### Routing congestion

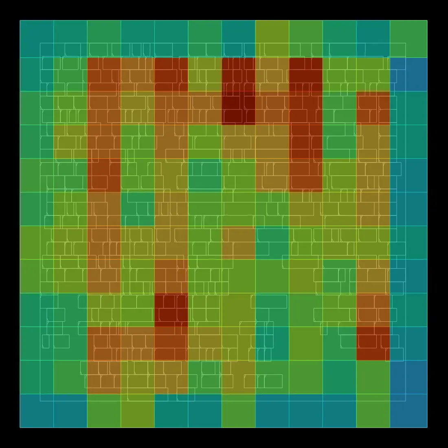
### The metal 1 layer

(4 px per um) Supply wires on this layer in gray.
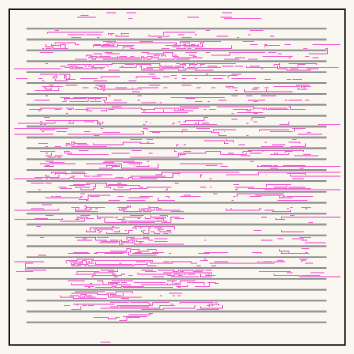
==> config.mk <==
export PLATFORM = sky130hd
export DESIGN_NAME = bcd_conv_sched
export DESIGN_NICKNAME = d
export VERILOG_FILES = /design/src/rtl/bcd_conv_pkg.sv /design/src/rtl/rr_arbiter.sv /design/src/rtl/bcd_conv_sched.sv
export SDC_FILE = /design/constraint.sdc
export NUM_CORES = 1
export LEC_CHECK = 0
export CAP_MARGIN = 10
export CORE_MARGIN = 4
export CORE_UTILIZATION = 38
export DETAILED_ROUTE_END_ITERATION = 8
export PLACE_DENSITY = 0.87
export SYNTH_ARGS = -nofsm -noshare
export SYNTH_HDL_FRONTEND = slang
export SYNTH_SLANG_ARGS = --single-unit
==> constraint.sdc <==
create_clock -name clk -period 4.1 [get_ports clk]
set_input_delay 0.615 -clock clk [delete_from_list [all_inputs] [get_ports clk]]
set_output_delay 0.615 -clock clk [all_outputs]
set_load 0.02 [all_outputs]
==> impl_metrics.tcl <==
# flow metrics
set metrics [dict create \
    grt_max_degree 36 \
    grt_use_met2_pct 33.6 \
    cp_max_fo 16 \
    gp_congestion 0.898 \
    worst_pin_slew_ps 1060 \
    setup_tns_ps 0 \
    dpl.cell_count 451 \
    p_total_uw 2040 \
    p_leak_uw 0.00149 \
    r2r_cells 10 \
    io_pins 128 \
    vdd_drop_max_mv 0.284 \
    core_mm2 0.00551 \
    area_leaders "dfxtp_1, mux2i_1, nor2_1" \
    clkTransAtPathRegs_ps 60 \
    ys.flop_type "dfxtp_1" \
    outcome "complete, no violations" \
    largest_area_cell "dfxtp_1" \
    rsz0062_at_grt "false" \
    place_ws_ps -101 \
    synth-edff-count 0 \
    logic_area_mm2 0.00136 \
    ys_area_mm2 0.00217 \
    ys_seq_elements 34 \
    fill_cells 437 \
    power.density_mw_per_mm2 545 \
    syn_inst 239 \
    synth.avg_cell_area_um2 9.07 \
    worst_slack_ps 140 \
    grt_overflow 0 \
    rows 27 \
    design_area_mm2 0.00375 \
    fin_util_pct 68.0 \
    drive_gt1_share_pct 16.2 \
    syn_area_mm2 0.00217 \
    worst_hold_slack_ps 434 \
    period_minus_slack_ps 3960 \
    cts_sinks 34 \
    max_clock_freq_mhz 253 \
    drtPass1Iterations 4 \
    tool_warnings 30 \
    yosys-top-cells-count "nor2_1, dfxtp_1, mux2i_1, nand2_1, a21oi_1" \
    top_cell "nor2_1" \
    worstSetupEndpointType "output port" \
    area_delta_synth_final_pct 72.8 \
    dp_hpwl_um 5250 \
    cts_hold_buf 0 \
    clock_path_buffers 2 \
    clock_latency_ps 270 \
    drt_drc_violations_left 0 \
    ys_seq_share_pct 31.4 \
    fin_cells 460 \
    grt_pass1_wl_um 11200 \
    die_area_mm2 0.00698 \
    required_ps 3480 \
    root_buffer "clkbuf_8" \
    cts_tree "built" \
    fp.dieW_um 83.5 \
    synth_top_area_share_pct 31.4 \
    postPlaceCellArea_mm2 0.00366 \
    grt_pass1_vias 2447 \
    yosys_warnings 0 \
    reg2reg_slack_ps 1370 \
    hold_viol_final 0 \
    regArea_um2 681 \
    vias_per_cell 5.18 \
    synthesis.nets 330 \
    dr.first_iter.drc_count 119 \
    finalNetCount 478 \
    antenna_found_initial 0 \
    hold_path.class "reg -> reg" \
    largest_register_ffs 16 \
    n_antenna_cell 0 \
    min_path_cells 1 \
    arrival_ps 3340 \
    cts_buffers 5 \
    period_used_pct 96.6 \
    fin_skew_ps 4.78 \
    setup_viol 0 \
    final_max_slew_viol_count 0 \
    fp_util_pct 39.4 \
    antenna_left 0 \
    h-tree-depth 2 \
    synth_cell_types 50 \
]
Back to the opening pictures, 'Routing congestion':
GR peak layer: met2
M3 GR Usage: 4.05%
gr usage total: 18.9%

Back to the opening pictures, 'The metal 1 layer':
The layer holds 42% of the routed length. 403 nets have wire on it. The layer carries 2820 um of wire.
drt total wl: 6650 um
grt met1 use: 22.3%

[power by group]
group	switching, uW	internal (uW)	leakage, uW
sequential	27.6	381	0.000278
clock	105	135	0.0000482
combinational	719	674	0.00116
[critical path: stages]
cell and delay, ps:
clkdlybuf4s50_1 520, mux4_2 560, and3_1 220, a221oi_4 340, nor2_1 120, buf_12 180
a221oi_1 340, o2bb2ai_1 120, dlygate4sd2_1 330
[routing by layer]
metal	up-vias	wire length [um]
li1	1170	-
met1	1087	2820
met2	108	3220
met3	17	468
met4	0	150
met5	-	0
[layout make-up]
type                    instances  share of cell area (%)
well taps                      72                    2.40
repair buffers                156                    39.8
clock buffers                   7                    2.30
inverters                       8                   0.935
clock inverters                 1                   0.134
flip-flops and latches         34                    18.2
multi-input cells             182                    36.3
[cells in the final DEF (no fill, tap or decap), drive strengths merged, types with 3 or more instances in the layout]
cell,synthesis,layout
mux2,3,3
clkdlybuf4s50,0,109
dfxtp,34,34
or3,3,3
inv,8,8
o2bb2ai,7,7
buf,9,30
nor2b,9,9
a21oi,16,16
nor2,42,42
mux4,3,3
ha,5,5
a221oi,18,18
dlygate4sd2,0,17
clkbuf,6,7
o21ai,4,4
nand2,17,17
mux2i,22,22
[repair_timing]
item                                   CTS  global route
setup buffers                            1             0
resized                                 18             0
setup endpoints to repair               17             0
endpoints found under the hold margin    0             0
[logic make-up (layout without fill, tap and decap cells)]
kind of cell / count (synthesis) / after routing / synth area share [%]
AOI/OAI and AO/OA: 60 / 60 / 24.9
muxes: 28 / 28 / 14.8
buffers and inverters: 23 / 172 / 6.29
and+or+nand+nor: 88 / 88 / 19.6
DFF: 34 / 34 / 31.4
adders and majority gates: 5 / 5 / 2.89
other: 1 / 1 / 0.173
Power figures rest on the tool's default switching activity, not on a simulated workload.
